**config.mk**
```make
export PLATFORM = sky130hd
export DESIGN_NAME = decodificador_numero_flat
export DESIGN_NICKNAME = d
export VERILOG_FILES = /design/src/rtl/decodificador_numero_if.sv /design/src/rtl/decodificador_numero.sv /design/src/flat_wrapper.sv
export SDC_FILE = /design/constraint.sdc
export NUM_CORES = 1
export LEC_CHECK = 0
export CORE_UTILIZATION = 35
export CTS_CLUSTER_DIAMETER = 150
export DETAILED_ROUTE_END_ITERATION = 12
export GPL_ROUTABILITY_DRIVEN = 0
export PLACE_DENSITY = 0.57
export SYNTH_ARGS = -nofsm -noshare
export SYNTH_HDL_FRONTEND = slang
export SYNTH_SLANG_ARGS = --single-unit
```
**constraint.sdc**
```tcl
create_clock -name clk -period 2 [get_ports clk]
set_input_delay 0.4 -clock clk [delete_from_list [all_inputs] [get_ports clk]]
set_output_delay 0.4 -clock clk [all_outputs]
set_load 0.005 [all_outputs]
```
**src/rtl/decodificador_numero_if.sv**
```systemverilog
// Character-in / BCD-number-out bundle between a character source and the number decoder.
interface decodificador_numero_if;
    logic [7:0] char_in;
    logic       char_valid;
    logic       char_ready;
    logic [3:0] miles;
    logic [3:0] centenas;
    logic [3:0] decenas;
    logic [3:0] unidades;
    logic [3:0] decimal;
    logic       num_valid;
    logic       num_ack;
    logic       err;

    modport master (
        output char_in, char_valid, num_ack,
        input  char_ready, miles, centenas, decenas, unidades, decimal, num_valid, err
    );

    modport slave (
        input  char_in, char_valid, num_ack,
        output char_ready, miles, centenas, decenas, unidades, decimal, num_valid, err
    );
endinterface

```
**src/rtl/decodificador_numero.sv**
```systemverilog
// Parses "dddd.d<CR>" character frames into BCD integer digits plus a fraction in sixteenths.
module decodificador_numero #(
    parameter logic [7:0] CHAR_ZERO = 8'h30,
    parameter logic [7:0] CHAR_DOT  = 8'h2E,
    parameter logic [7:0] CHAR_END  = 8'h0D
) (
    input  logic                         clk,
    input  logic                         rst_n,
    decodificador_numero_if.slave        num_if
);

    localparam int unsigned DW = 4;
    localparam int unsigned CW = 3;

    localparam logic [2:0] IDLE          = 3'd0;
    localparam logic [2:0] ENTERO        = 3'd1;
    localparam logic [2:0] FRACCION_PEND = 3'd2;
    localparam logic [2:0] FRACCION      = 3'd3;
    localparam logic [2:0] DESCARTE      = 3'd4;
    localparam logic [2:0] LISTO         = 3'd5;

    logic [2:0]    state_q, state_d;
    logic [DW-1:0] w_mil_q, w_mil_d, w_cen_q, w_cen_d, w_dec_q, w_dec_d, w_uni_q, w_uni_d;
    logic [DW-1:0] w_frac_q, w_frac_d;
    logic [CW-1:0] int_cnt_q, int_cnt_d;
    logic [DW-1:0] o_mil_q, o_mil_d, o_cen_q, o_cen_d, o_dec_q, o_dec_d, o_uni_q, o_uni_d;
    logic [DW-1:0] o_frac_q, o_frac_d;
    logic          num_valid_q, num_valid_d;
    logic          err_q, err_d;
    logic          char_ready_q, char_ready_d;

    logic          accept, is_digit, is_dot, is_end;
    logic [DW-1:0] digit;

    // One decimal digit rounded to the nearest sixteenth
    function automatic logic [DW-1:0] sixteenths(input logic [DW-1:0] d);
        case (d)
            4'd0:    sixteenths = 4'd0;
            4'd1:    sixteenths = 4'd2;
            4'd2:    sixteenths = 4'd3;
            4'd3:    sixteenths = 4'd5;
            4'd4:    sixteenths = 4'd6;
            4'd5:    sixteenths = 4'd8;
            4'd6:    sixteenths = 4'd10;
            4'd7:    sixteenths = 4'd11;
            4'd8:    sixteenths = 4'd13;
            4'd9:    sixteenths = 4'd14;
            default: sixteenths = 4'd0;
        endcase
    endfunction

    always_comb begin
        accept   = num_if.char_valid && char_ready_q;
        is_digit = (num_if.char_in >= CHAR_ZERO) && (num_if.char_in <= 8'(CHAR_ZERO + 8'd9));
        is_dot   = (num_if.char_in == CHAR_DOT);
        is_end   = (num_if.char_in == CHAR_END);
        digit    = DW'(num_if.char_in - CHAR_ZERO);
    end

    // Next-state and datapath: working registers track the frame, output registers load on CR
    always_comb begin
        state_d     = state_q;
        w_mil_d     = w_mil_q;
        w_cen_d     = w_cen_q;
        w_dec_d     = w_dec_q;
        w_uni_d     = w_uni_q;
        w_frac_d    = w_frac_q;
        int_cnt_d   = int_cnt_q;
        o_mil_d     = o_mil_q;
        o_cen_d     = o_cen_q;
        o_dec_d     = o_dec_q;
        o_uni_d     = o_uni_q;
        o_frac_d    = o_frac_q;
        num_valid_d = num_valid_q;
        err_d       = 1'b0;

        case (state_q)
            IDLE: if (accept) begin
                if (is_digit || is_dot) begin
                    w_mil_d   = '0;
                    w_cen_d   = '0;
                    w_dec_d   = '0;
                    w_uni_d   = is_digit ? digit : '0;
                    w_frac_d  = '0;
                    int_cnt_d = is_digit ? CW'(1) : '0;
                    state_d   = is_digit ? ENTERO : FRACCION_PEND;
                end else begin
                    err_d   = 1'b1;
                    state_d = is_end ? IDLE : DESCARTE;
                end
            end
            ENTERO: if (accept) begin
                if (is_digit && int_cnt_q < CW'(4)) begin
                    w_mil_d   = w_cen_q;
                    w_cen_d   = w_dec_q;
                    w_dec_d   = w_uni_q;
                    w_uni_d   = digit;
                    int_cnt_d = int_cnt_q + CW'(1);
                end else if (is_dot) begin
                    state_d = FRACCION_PEND;
                end else if (is_end) begin
                    state_d = LISTO;
                end else begin
                    err_d   = 1'b1;
                    state_d = DESCARTE;
                end
            end
            FRACCION_PEND: if (accept) begin
                if (is_digit) begin
                    w_frac_d = sixteenths(digit);
                    state_d  = FRACCION;
                end else if (is_end) begin
                    state_d = LISTO;
                end else begin
                    err_d   = 1'b1;
                    state_d = DESCARTE;
                end
            end
            FRACCION: if (accept) begin
                if (is_end) begin
                    state_d = LISTO;
                end else begin
                    err_d   = 1'b1;
                    state_d = DESCARTE;
                end
            end
            DESCARTE: if (accept && is_end) state_d = IDLE;
            LISTO: if (num_if.num_ack) begin
                num_valid_d = 1'b0;
                state_d     = IDLE;
            end
            default: state_d = IDLE;
        endcase

        if (state_d == LISTO && state_q != LISTO) begin
            o_mil_d     = w_mil_q;
            o_cen_d     = w_cen_q;
            o_dec_d     = w_dec_q;
            o_uni_d     = w_uni_q;
            o_frac_d    = w_frac_q;
            num_valid_d = 1'b1;
        end

        char_ready_d = (state_d != LISTO);
    end

    always_ff @(posedge clk or negedge rst_n) begin
        if (!rst_n) begin
            state_q      <= IDLE;
            w_mil_q      <= '0;
            w_cen_q      <= '0;
            w_dec_q      <= '0;
            w_uni_q      <= '0;
            w_frac_q     <= '0;
            int_cnt_q    <= '0;
            o_mil_q      <= '0;
            o_cen_q      <= '0;
            o_dec_q      <= '0;
            o_uni_q      <= '0;
            o_frac_q     <= '0;
            num_valid_q  <= 1'b0;
            err_q        <= 1'b0;
            char_ready_q <= 1'b1;
        end else begin
            state_q      <= state_d;
            w_mil_q      <= w_mil_d;
            w_cen_q      <= w_cen_d;
            w_dec_q      <= w_dec_d;
            w_uni_q      <= w_uni_d;
            w_frac_q     <= w_frac_d;
            int_cnt_q    <= int_cnt_d;
            o_mil_q      <= o_mil_d;
            o_cen_q      <= o_cen_d;
            o_dec_q      <= o_dec_d;
            o_uni_q      <= o_uni_d;
            o_frac_q     <= o_frac_d;
            num_valid_q  <= num_valid_d;
            err_q        <= err_d;
            char_ready_q <= char_ready_d;
        end
    end

    assign num_if.char_ready = char_ready_q;
    assign num_if.miles      = o_mil_q;
    assign num_if.centenas   = o_cen_q;
    assign num_if.decenas    = o_dec_q;
    assign num_if.unidades   = o_uni_q;
    assign num_if.decimal    = o_frac_q;
    assign num_if.num_valid  = num_valid_q;
    assign num_if.err        = err_q;

endmodule

```
**src/flat_wrapper.sv**
```systemverilog
// flat-port wrapper written by rule: the top's interface ports become plain ports
module decodificador_numero_flat 
#(
    parameter logic [7:0] CHAR_ZERO = 8'h30,
    parameter logic [7:0] CHAR_DOT  = 8'h2E,
    parameter logic [7:0] CHAR_END  = 8'h0D
)
  (clk, rst_n, num_if_char_in, num_if_char_valid, num_if_num_ack, num_if_char_ready, num_if_miles, num_if_centenas, num_if_decenas, num_if_unidades, num_if_decimal, num_if_num_valid, num_if_err);
  decodificador_numero_if num_if_i ();
  input  logic clk;
  input  logic rst_n;
  input wire logic [$bits(num_if_i.char_in)-1:0] num_if_char_in;
  input wire logic [$bits(num_if_i.char_valid)-1:0] num_if_char_valid;
  input wire logic [$bits(num_if_i.num_ack)-1:0] num_if_num_ack;
  output wire logic [$bits(num_if_i.char_ready)-1:0] num_if_char_ready;
  output wire logic [$bits(num_if_i.miles)-1:0] num_if_miles;
  output wire logic [$bits(num_if_i.centenas)-1:0] num_if_centenas;
  output wire logic [$bits(num_if_i.decenas)-1:0] num_if_decenas;
  output wire logic [$bits(num_if_i.unidades)-1:0] num_if_unidades;
  output wire logic [$bits(num_if_i.decimal)-1:0] num_if_decimal;
  output wire logic [$bits(num_if_i.num_valid)-1:0] num_if_num_valid;
  output wire logic [$bits(num_if_i.err)-1:0] num_if_err;
  assign num_if_i.char_in = num_if_char_in;
  assign num_if_i.char_valid = num_if_char_valid;
  assign num_if_i.num_ack = num_if_num_ack;
  assign num_if_char_ready = num_if_i.char_ready;
  assign num_if_miles = num_if_i.miles;
  assign num_if_centenas = num_if_i.centenas;
  assign num_if_decenas = num_if_i.decenas;
  assign num_if_unidades = num_if_i.unidades;
  assign num_if_decimal = num_if_i.decimal;
  assign num_if_num_valid = num_if_i.num_valid;
  assign num_if_err = num_if_i.err;
  decodificador_numero #(.CHAR_ZERO(CHAR_ZERO), .CHAR_DOT(CHAR_DOT), .CHAR_END(CHAR_END)) u_core (.clk(clk), .rst_n(rst_n), .num_if(num_if_i));
endmodule
```
Figure 1. Power grid (run 1).
Scale bar: 20 um. Pins as bars on the die edge. Tap cells in grey.
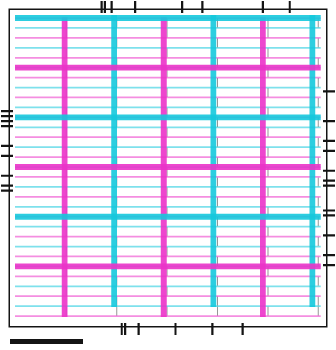
VSS: drawn in magenta. VDD: drawn in cyan.
31 met1 rails follow the rows. 6 straps on met4. 6 straps on met5. 35 signal pins sit on the boundary. 96 tap cells.
core area: 6830 um^2
Die Wd: 86.5 um
Die Ht: 86.5 um
maximum VDD drop: 243 uV

Figure 2. Placed cells, one colour a class (run 1).
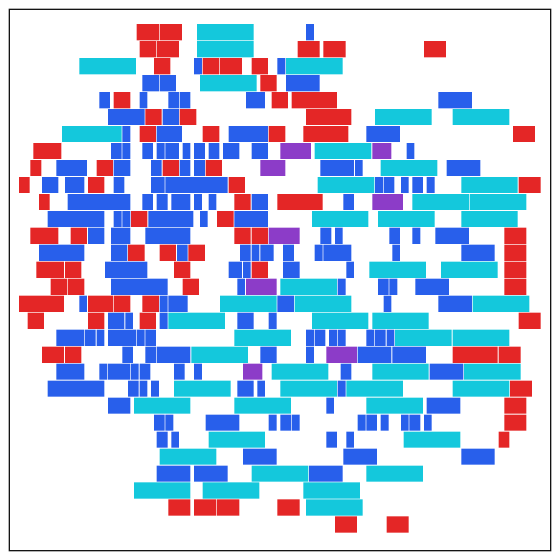
combinational and other logic: drawn in blue, cells 163. clock drivers and dummy loads: drawn in purple, cells 8. sequential cells: drawn in cyan, cells 49. remaining buffers and delay cells: drawn in red, cells 77.
final instance area: 3440 um^2
sequential share of cell area: 0.357
num rows: 30

==> out/qor.yml, run 1 <==
place_ws_ns: -1.04
max_cap_viol_count: 0
dpl-instance-area_um2: 3200
fill_cells: 662
setup_viol: 20
gr-total-overflow: 0
setup_ws_ns: -0.204
mi_logic_area_um2: 1230
ys_sh_simple: 0.151
ctsHoldBuffers: 0
dpl.hpwl_mm: 3.63
p_total_mw: 1.96
async_reset_ff_frac: 1.00
num-multi-input-gates: 156
drv_slew: 0
failed_checks: "setup timing"
status: "finished with violations"
whs_ns: 0.0493
signal_buffers: 77
edf_count: 0
Figure 3. Clock wires, drivers and flops (run 1).
Scale bar: 20 um.
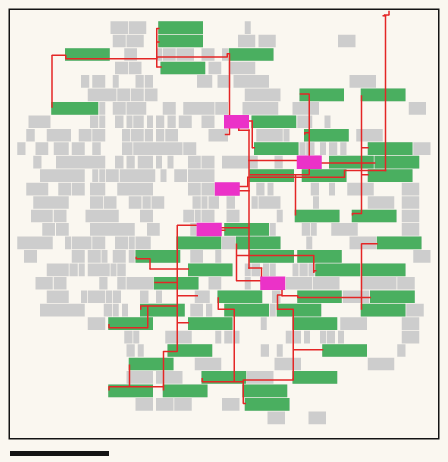
flip-flops: drawn in green, count 49. clock wires: drawn in red, length 554 um. clock drivers: drawn in magenta, count 5.
There are 6 routed clock nets.
clock network fraction of total power: 0.315
Worst Clk Skew: 0.0104 ns
Clock group: 618 uW
clock latency on the worst-skew pair: 0.30 ns

run 1: power groups by stage:
| stage | sequential, mW | combinational [mW] | clock, mW |
|---|---|---|---|
| after floorplan | 1.07 | 0.114 | 0 |
| after global placement | 1.06 | 0.277 | 0 |
| after detailed placement | 1.06 | 0.279 | 0 |
| after CTS | 1.04 | 0.289 | 0.638 |
| after global routing | 1.05 | 0.334 | 0.688 |
| final | 1.04 | 0.304 | 0.618 |
run 1: worst max-delay path: stages:
cell and delay (ns):
buf_12 0.11, inv_16 0.04, ha_4 0.11, or4b_4 0.47, o311ai_2 0.22, o21ai_1 0.10, a221o_2 0.35, nand3_4 0.14
buf_12 0.15, mux2_4 0.30
run 1: flip-flops by register name (all words and copies together) (netlist names), 3 cells and up:
register and flops:
u_core.w_dec_q 4, u_core.state_q 3, u_core.w_mil_q 4, u_core.w_uni_q 4, u_core.num_if.unidades 4, u_core.num_if.centenas 4, u_core.int_cnt_q 3, u_core.num_if.decenas 4
u_core.num_if.decimal 4, u_core.w_frac_q 4, u_core.num_if.miles 4, u_core.w_cen_q 4
run 1: kinds of logic after synthesis:
family | after synthesis
adder cells (fa/ha/maj) | 7
buffers and inverters | 18
flip-flops | 49
multiplexers | 22
AND/OR/NAND/NOR | 76
AND-OR/OR-AND | 51
run 1: repair_timing:
action | CTS | global route
endpoints found under the setup margin | 48 | 35
cloned | 1 | 0
setup buffers | 5 | 3
pin swaps | 5 | 10
gates resized | 17 | 28
run 1: layer usage:
metal | routed length (um) | share of wire | vias up | global-route usage
met5 | 0 | 0 | - | 0
met4 | 59 | 0.012 | 0 | 0.0455
met3 | 132 | 0.027 | 7 | 0.0257
met2 | 2370 | 0.48 | 37 | 0.236
met1 | 2360 | 0.48 | 884 | 0.181
li1 | - | - | 922 | -
run 1: cells in the final DEF, fill, tap and decap left out, types with 2 or more instances in the layout:
cell / synthesis / layout
nor2_1: 14 / 13
nor3b_1: 4 / 4
or3b_1: 2 / 2
mux2_4: 19 / 20
nand2_1: 40 / 40
buf_12: 2 / 6
mux2i_1: 2 / 2
dfrtp_1: 48 / 48
buf_4: 0 / 38
clkdlybuf4s50_1: 0 / 25
ha_4: 0 / 3
a211oi_4: 0 / 2
clkbuf_2: 0 / 3
nor3_1: 4 / 4
o21ai_1: 2 / 2
clkbuf_8: 3 / 5
a21oi_1: 3 / 3
inv_1: 7 / 5
nand3b_1: 3 / 3
dlymetal6s2s_1: 0 / 3
o21ai_0: 28 / 28
ha_1: 7 / 4
o31ai_1: 5 / 5
run 1: worst paths after layout:
kind	from	slack, ns	endpoint
max in group asynchronous	rst_n	1.34	u_core.num_if.char_ready
min in group clk	u_core.w_mil_q[1]	0.49	u_core.w_mil_q[1]
min	rst_n	0.05	u_core.w_mil_q[2]
min reg2reg	u_core.w_mil_q[1]	0.49	u_core.w_mil_q[1]
max	num_if_char_in[1]	-0.20	u_core.num_if.decimal[0]
max reg2reg	u_core.state_q[0]	-0.09	u_core.num_if.centenas[1]
## Run 2: what changed since run 1
--- a/config.mk
+++ b/config.mk
@@ -5,11 +5,12 @@
 export SDC_FILE = /design/constraint.sdc
 export NUM_CORES = 1
 export LEC_CHECK = 0
-export CORE_UTILIZATION = 35
+export ABC_CLOCK_PERIOD_IN_PS = 2000
+export CORE_UTILIZATION = 49
 export CTS_CLUSTER_DIAMETER = 150
 export DETAILED_ROUTE_END_ITERATION = 12
 export GPL_ROUTABILITY_DRIVEN = 0
-export PLACE_DENSITY = 0.57
+export PLACE_DENSITY = 0.76
 export SYNTH_ARGS = -nofsm -noshare
 export SYNTH_HDL_FRONTEND = slang
 export SYNTH_SLANG_ARGS = --single-unit
Figure 4. Power grid (run 2).
Scale bar: 20 um. Pins as bars on the die edge. Tap cells in grey.
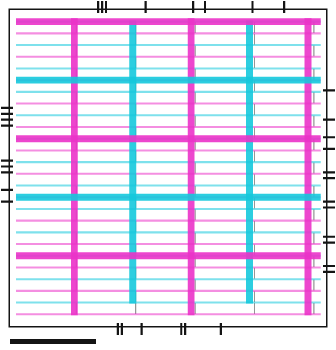
core area: 4820 um^2
maximum VDD drop: 318 uV
Die Wd: 73.4 um
Die Ht: 73.4 um

Figure 5. Placed cells, one colour a class (run 2).
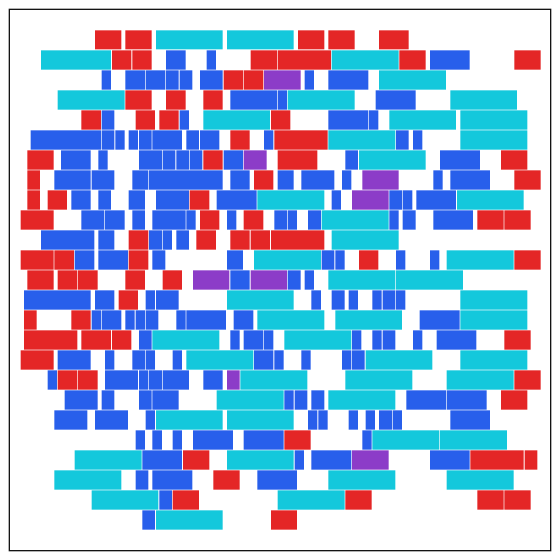
remaining buffers and delay cells: drawn in red, cells 74. clock drivers and dummy loads: drawn in purple, cells 8. combinational and other logic: drawn in blue, cells 163. sequential cells: drawn in cyan, cells 49.
final instance area: 3330 um^2
num rows: 25

Figure 6. Signal wires by layer (run 2).
Scale bar: 20 um. Two of the layers only.
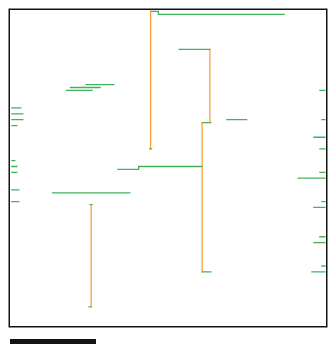
metal 4: drawn in orange, wire length 107 um. metal 3: drawn in green, wire length 144 um.
total track usage: 0.225
wire per inst: 14.3 um
routed via count: 1892
final wirelength: 5.17 mm

==> out/qor.yml, run 2 <==
fin_skew_ns: 0.00668
netlist_top_cells_count: "dfrtp_1 (48), nand2_1 (40), o21ai_0 (28)"
whs_ns: 0.0627
clockBufferDepth: 2
gr-total-overflow: 0
synthTopCellsByArea: "dfrtp_1 (48%), mux2_4 (11%), nand2_1 (6.0%)"
mostFrequentLayoutCells: "dfrtp_1 (48), nand2_1 (40), buf_4 (33)"
failed_checks: "setup timing"
max_cap_viol_count: 0
slowest_stage: "a221o_2"
path_cells: "buf_12, inv_16, buf_4, ha_1, o21bai_2, a211oi_2, o32ai_4, a221o_2, nand3_4, buf_8, mux2_4"
clk_latency_ns: 0.30
dpl-instance-area_um2: 3160
critical_path_class: "input pin to register"
dpl.hpwl_mm: 3.69
setup_viol: 21
edf_count: 0
setup_ws_ns: -0.237
fill_cells: 394
yosysTopAreaCellShare: 0.480
lay_top_count: "dfrtp_1"
slowest_delay_ns: 0.39
async_reset_ff_frac: 1.00
hold_violations: 0
drv_slew: 0
status: "finished with violations"
-- run 2: cell counts after synthesis --
No cell type changed its count.
-- run 2: per-layer routing --
layer	track usage	wire (um)	vias up
li1	-	-	919
met1	0.286	2370	924
met2	0.381	2550	40
met3	0.0412	143	9
met4	0.0876	107	0
met5	0	0	-
-- run 2: stage by stage --
stage | power (mW) | setup TNS (ns) | util | setup WS (ns)
after floorplan | 1.18 | -7.21 | - | -0.322
after global placement | 1.34 | -36.50 | 0.655 | -1.00
after detailed placement | 1.35 | -37.78 | 0.655 | -1.04
after CTS | 1.96 | -7.78 | 0.691 | -0.421
after global routing | 2.05 | -6.12 | 0.691 | -0.323
final | 1.96 | -4.33 | 0.691 | -0.237
-- run 2: power breakdown --
group	switching [mW]	leakage (nW)	internal, mW	total [mW]
clock network	0.330	0.0512	0.281	0.611
registers	0.0219	0.673	1.02	1.04
logic	0.135	0.873	0.165	0.300
-- run 2: layout make-up --
type,count,area [um^2],share of cell area
timing repair buffer,74,703,0.211
inverter,7,42.5,0.0128
clock inverter,2,13.8,0.00414
clock buffer,6,82.6,0.0248
sequential,49,1230,0.369
multi-input combinational,156,1170,0.353
tap,67,83.8,0.0252
-- run 2: logic make-up (layout without fill, tap and decap cells) --
kind of cell | after synthesis | after routing | share of synthesized area
and+or+nand+nor | 76 | 76 | 0.151
AOI/OAI and AO/OA | 51 | 51 | 0.141
DFF | 49 | 49 | 0.491
muxes | 22 | 22 | 0.127
buffers and inverters | 18 | 89 | 0.0556
adders and majority gates | 7 | 7 | 0.0350
-- run 2: timing repair --
item,in CTS,in global routing
cloned,1,0
gates resized,16,20
buffers inserted,5,1
setup endpoints to repair,47,41
pin swaps,5,6
-- run 2: final timing paths --
kind                               startpoint                        end  slack (ns)  cells after the start
max                         num_if_char_in[1]   u_core.num_if.decimal[2]       -0.24                     11
min                                     rst_n  u_core.num_if.centenas[2]        0.06                      2
max reg2reg                 u_core.state_q[0]   u_core.num_if.decimal[2]       -0.07                      8
min reg2reg                u_core.w_frac_q[1]         u_core.w_frac_q[1]        0.49                      2
max in group asynchronous               rst_n   u_core.num_if.char_ready        1.65                      2
min in group clk           u_core.w_frac_q[1]         u_core.w_frac_q[1]        0.49                      2
-- run 2: critical path: cells and delay by family --
kind / cells / cell delay (ns)
mux: 1 / 0.30
simple gates: 1 / 0.13
fa+ha+maj: 1 / 0.19
buf+inv: 4 / 0.41
compound gates: 4 / 0.98
Power and IR drop assume default switching activity.
